==> images/met1.png <==
Cells faint in the background.
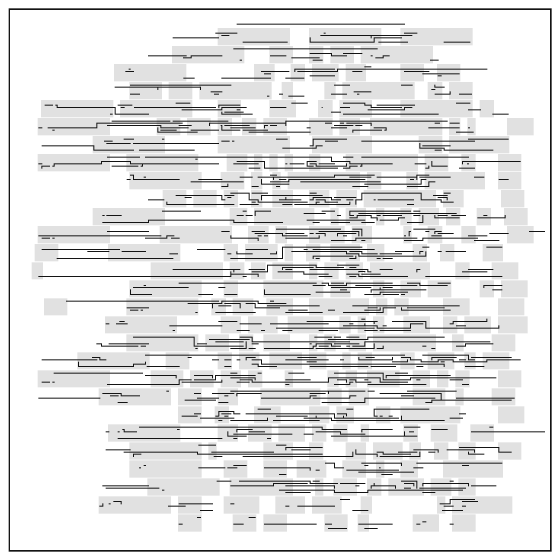
==> images/met2.png <==
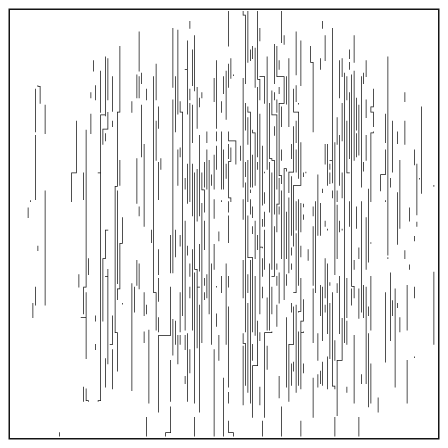
==> images/met4.png <==
Cells faint in the background.
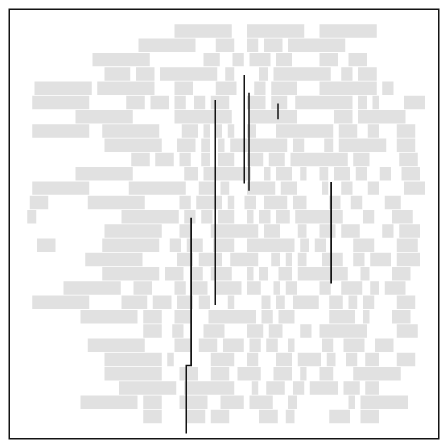
==> images/density.png <==
Scale bar: 20 µm. 8 x 8 tiles, from dark blue (low) to red (high), 0 to 100% covered.
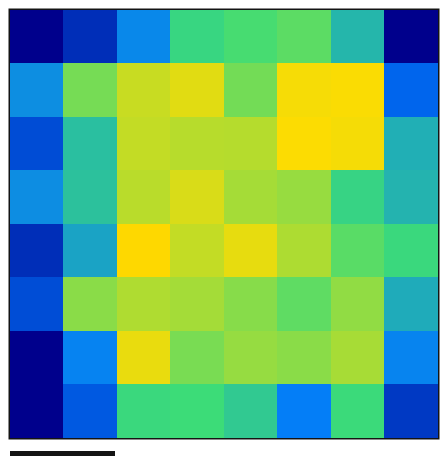
File: src/rtl/pc_stack_if.sv
// Fetch-side bus bundle for pc_stack: control strobes, jump target and PC/stack status.
// With PC_STACK_REL_BRANCH_EN defined, the bundle also carries the relative-branch strobe.
interface pc_stack_if #(
  parameter int WIDTH = 9,
  parameter int DEPTH = 4
);
  localparam int SPW = $clog2(DEPTH + 1);

  logic             inc;
  logic             write;
  logic             read;
  logic             call;
  logic             ret;
`ifdef PC_STACK_REL_BRANCH_EN
  logic             branch;
`endif
  logic [WIDTH-1:0] din;
  logic [WIDTH-1:0] dout;
  logic [WIDTH-1:0] pc;
  logic [SPW-1:0]   sp;
  logic             stack_full;
  logic             stack_empty;
  logic             err;

  // Controls are level-sampled on each rising clk edge; there is no
  // valid/ready handshake, a strobe high at an edge is always accepted
  // unless a higher-priority strobe wins that edge.
  modport master (
    output inc, write, read, call, ret,
`ifdef PC_STACK_REL_BRANCH_EN
    output branch,
`endif
    output din,
    input  dout, pc, sp, stack_full, stack_empty, err
  );

  modport slave (
    input  inc, write, read, call, ret,
`ifdef PC_STACK_REL_BRANCH_EN
    input  branch,
`endif
    input  din,
    output dout, pc, sp, stack_full, stack_empty, err
  );
endinterface

File: src/rtl/pc_stack.sv
// Program counter with hardware return-address stack and sticky misuse flag.
// Optional relative branch (pc += signed din) enabled by PC_STACK_REL_BRANCH_EN.
module pc_stack #(
  parameter int               WIDTH        = 9,
  parameter int               DEPTH        = 4,
  parameter logic [WIDTH-1:0] RESET_VECTOR = '0
) (
  input  logic     clk,
  input  logic     reset,
  pc_stack_if.slave bus
);
  localparam int SPW  = $clog2(DEPTH + 1);
  localparam int IDXW = (DEPTH > 1) ? $clog2(DEPTH) : 1;

  typedef enum logic [2:0] {
    ACT_HOLD,
    ACT_WRITE,
    ACT_CALL,
    ACT_RET,
    ACT_BRANCH,
    ACT_INC
  } action_t;

  logic [WIDTH-1:0] r_pc;
  logic [SPW-1:0]   r_sp;
  logic             r_err;
  logic [WIDTH-1:0] r_stack [DEPTH];

  action_t          w_act;
  logic [WIDTH-1:0] w_pc_nxt;
  logic [SPW-1:0]   w_sp_nxt;
  logic             w_err_nxt;
  logic             w_push;
  logic             w_full;
  logic             w_empty;
  logic [WIDTH-1:0] w_pc_inc;
  logic [IDXW-1:0]  w_push_idx;
  logic [IDXW-1:0]  w_top_idx;

  assign w_full     = (r_sp == SPW'(DEPTH));
  assign w_empty    = (r_sp == '0);
  assign w_pc_inc   = r_pc + WIDTH'(1);
  assign w_push_idx = IDXW'(r_sp);
  assign w_top_idx  = IDXW'(r_sp - SPW'(1));

  // Fixed priority: exactly one action per edge, losers have no side effects.
  always_comb begin
    w_act = ACT_HOLD;
    if (bus.write)       w_act = ACT_WRITE;
    else if (bus.call)   w_act = ACT_CALL;
    else if (bus.ret)    w_act = ACT_RET;
`ifdef PC_STACK_REL_BRANCH_EN
    else if (bus.branch) w_act = ACT_BRANCH;
`endif
    else if (bus.inc)    w_act = ACT_INC;
  end

  always_comb begin
    w_pc_nxt  = r_pc;
    w_sp_nxt  = r_sp;
    w_err_nxt = r_err;
    w_push    = 1'b0;
    case (w_act)
      ACT_WRITE: w_pc_nxt = bus.din;
      ACT_CALL: begin
        w_pc_nxt = bus.din;
        if (w_full) begin
          w_err_nxt = 1'b1;
        end else begin
          w_push   = 1'b1;
          w_sp_nxt = r_sp + SPW'(1);
        end
      end
      ACT_RET: begin
        if (w_empty) begin
          w_err_nxt = 1'b1;
        end else begin
          w_pc_nxt = r_stack[w_top_idx];
          w_sp_nxt = r_sp - SPW'(1);
        end
      end
`ifdef PC_STACK_REL_BRANCH_EN
      // Two's-complement add modulo 2^WIDTH needs no sign extension.
      ACT_BRANCH: w_pc_nxt = r_pc + bus.din;
`endif
      ACT_INC: w_pc_nxt = w_pc_inc;
      default: ;
    endcase
  end

  always_ff @(posedge clk or posedge reset) begin
    if (reset) begin
      r_pc  <= RESET_VECTOR;
      r_sp  <= '0;
      r_err <= 1'b0;
    end else begin
      r_pc  <= w_pc_nxt;
      r_sp  <= w_sp_nxt;
      r_err <= w_err_nxt;
    end
  end

  // Stack contents are don't-care after reset, so no reset term here.
  always_ff @(posedge clk) begin
    if (w_push) r_stack[w_push_idx] <= w_pc_inc;
  end

  assign bus.pc          = r_pc;
  assign bus.sp          = r_sp;
  assign bus.err         = r_err;
  assign bus.stack_full  = w_full;
  assign bus.stack_empty = w_empty;
  assign bus.dout        = bus.read ? r_pc : '0;
endmodule

File: src/flat_wrapper.sv
// flat-port wrapper written by rule: the top's interface ports become plain ports
module pc_stack_flat 
#(
  parameter int               WIDTH        = 9,
  parameter int               DEPTH        = 4,
  parameter logic [WIDTH-1:0] RESET_VECTOR = '0
)
  (clk, reset, bus_inc, bus_write, bus_read, bus_call, bus_ret, bus_din, bus_dout, bus_pc, bus_sp, bus_stack_full, bus_stack_empty, bus_err);
  pc_stack_if #(.WIDTH(WIDTH), .DEPTH(DEPTH)) bus_i ();
  input  logic clk;
  input  logic reset;
  input wire logic [$bits(bus_i.inc)-1:0] bus_inc;
  input wire logic [$bits(bus_i.write)-1:0] bus_write;
  input wire logic [$bits(bus_i.read)-1:0] bus_read;
  input wire logic [$bits(bus_i.call)-1:0] bus_call;
  input wire logic [$bits(bus_i.ret)-1:0] bus_ret;
  input wire logic [$bits(bus_i.din)-1:0] bus_din;
  output wire logic [$bits(bus_i.dout)-1:0] bus_dout;
  output wire logic [$bits(bus_i.pc)-1:0] bus_pc;
  output wire logic [$bits(bus_i.sp)-1:0] bus_sp;
  output wire logic [$bits(bus_i.stack_full)-1:0] bus_stack_full;
  output wire logic [$bits(bus_i.stack_empty)-1:0] bus_stack_empty;
  output wire logic [$bits(bus_i.err)-1:0] bus_err;
  assign bus_i.inc = bus_inc;
  assign bus_i.write = bus_write;
  assign bus_i.read = bus_read;
  assign bus_i.call = bus_call;
  assign bus_i.ret = bus_ret;
  assign bus_i.din = bus_din;
  assign bus_dout = bus_i.dout;
  assign bus_pc = bus_i.pc;
  assign bus_sp = bus_i.sp;
  assign bus_stack_full = bus_i.stack_full;
  assign bus_stack_empty = bus_i.stack_empty;
  assign bus_err = bus_i.err;
  pc_stack #(.WIDTH(WIDTH), .DEPTH(DEPTH), .RESET_VECTOR(RESET_VECTOR)) u_core (.clk(clk), .reset(reset), .bus(bus_i));
endmodule
File: config.mk
export PLATFORM = sky130hd
export DESIGN_NAME = pc_stack_flat
export DESIGN_NICKNAME = d
export VERILOG_FILES = /design/src/rtl/pc_stack_if.sv /design/src/rtl/pc_stack.sv /design/src/flat_wrapper.sv
export SDC_FILE = /design/constraint.sdc
export NUM_CORES = 1
export LEC_CHECK = 0
export CAP_MARGIN = 15
export CELL_PAD_IN_SITES_DETAIL_PLACEMENT = 1
export CELL_PAD_IN_SITES_GLOBAL_PLACEMENT = 1
export CORE_MARGIN = 2
export CORE_UTILIZATION = 43
export DETAILED_ROUTE_END_ITERATION = 6
export GPL_TIMING_DRIVEN = 0
export PLACE_DENSITY = 0.88
export SETUP_SLACK_MARGIN = 0.5
export SYNTH_ARGS = -nofsm -noshare
export SYNTH_HDL_FRONTEND = slang
export SYNTH_SLANG_ARGS = --single-unit
File: constraint.sdc
create_clock -name clk -period 2.65 [get_ports clk]
set_input_delay 0.53 -clock clk [delete_from_list [all_inputs] [get_ports clk]]
set_output_delay 0.53 -clock clk [all_outputs]
set_load 0.03 [all_outputs]
==> impl_metrics.tcl <==
# implementation run metrics
set metrics [dict create \
    outcome "complete, no violations" \
    nonClkBufAreaFrac_pct 15.2 \
    cts_root_buffer "clkbuf_8" \
    dpl-instance-area_um2 3050 \
    nNetsFinal 275 \
    mux_share_pct 9.05 \
    ys_sh_aoi_pct 12.3 \
    hold_viol_final 0 \
    grt_pass1_vias 2019 \
    tap_cells 75 \
    fin_skew_ns 0.0117 \
    register_area_um2 1410 \
    numCtsBuffers 5 \
    pwr_density_cell_nw_per_um2 964 \
    report.final.slew_viol_count 0 \
    p_int_mw 1.96 \
    fmax_mhz 470 \
    min_period_ns 2.13 \
    grt_use_met3_pct 4.62 \
    period_used_pct 80.4 \
    dp_cells 321 \
    topRoutingLayerUsed "met4" \
    setup_viol 0 \
    clk_path_buf_depth 2 \
    p_leak_nw 1.22 \
    hold_depth 1 \
    cts_tree "done" \
    num-fill-cells 594 \
    globalplace.congestion 0.833 \
    postCtsHoldBufs 0 \
    ys_types 45 \
    wl_per_cell_um 20.6 \
    ys_sh_simple_pct 12.8 \
    portBuffers 37 \
    die-area_um2 6650 \
    drt_iter0_drc 145 \
    grt_overflow 0 \
    synth_cells 209 \
    crit_type "input pin to flop" \
    tightest_slew_ns 0.658 \
]
Notes on met1.png above:
longest straight run = 39.1 µm
wire length on this layer = 3000 µm
nets with wire on the layer = 244
share of all routed wire = 44%
drt total wl: 6790 µm
vias: 1882
GRT met1 Usage: 29.0%

Notes on met2.png above:
wire length on this layer = 3300 µm
longest straight run = 54.4 µm
share of all routed wire = 49%
GR Layer Usage met2: 36.9%

Notes on met4.png above:
wire length on this layer = 141 µm
nets with wire on the layer = 6
main direction = vertical
longest straight run = 38.8 µm

Notes on density.png above:
mean over tiles = 47%
nearly empty tiles = 6.2%
densest ninth of the die = middle
fullest tile = 75%
Core Density at Floorplan: 44.2%
Core Area: 5850 µm²
fin util: 55.2%

-- metrics by stage --
stage,hold WS (ns),power [mW]
after floorplan,0.407,1.98
after global placement,0.459,2.35
after detailed placement,0.479,2.42
after CTS,0.504,3.10
after global routing,0.543,3.27
final,0.495,3.11
-- flip-flops by register name, summed over array words and instances, names as in the netlist --
register        flops
u_core.r_stack     36
u_core.bus.sp       3
u_core.bus.err      1
u_core.bus.pc       9
-- synthesized netlist by cell type (all sizes together) (6+ instances only) --
library cell / number
mux2i: 20
dfrtp: 13
a21oi: 8
xnor2: 7
and2: 13
buf: 9
edfxtp: 36
nand2b: 8
nor2: 8
o22ai: 6
ha: 6
inv: 10
-- repair_timing --
action | in CTS | in global routing
cloned | 0 | 0
resized | 45 | 13
setup endpoints to repair | 33 | 12
pin swaps | 0 | 0
setup buffers | 0 | 0
No activity file was given, so power comes from the tool's default toggle rates.
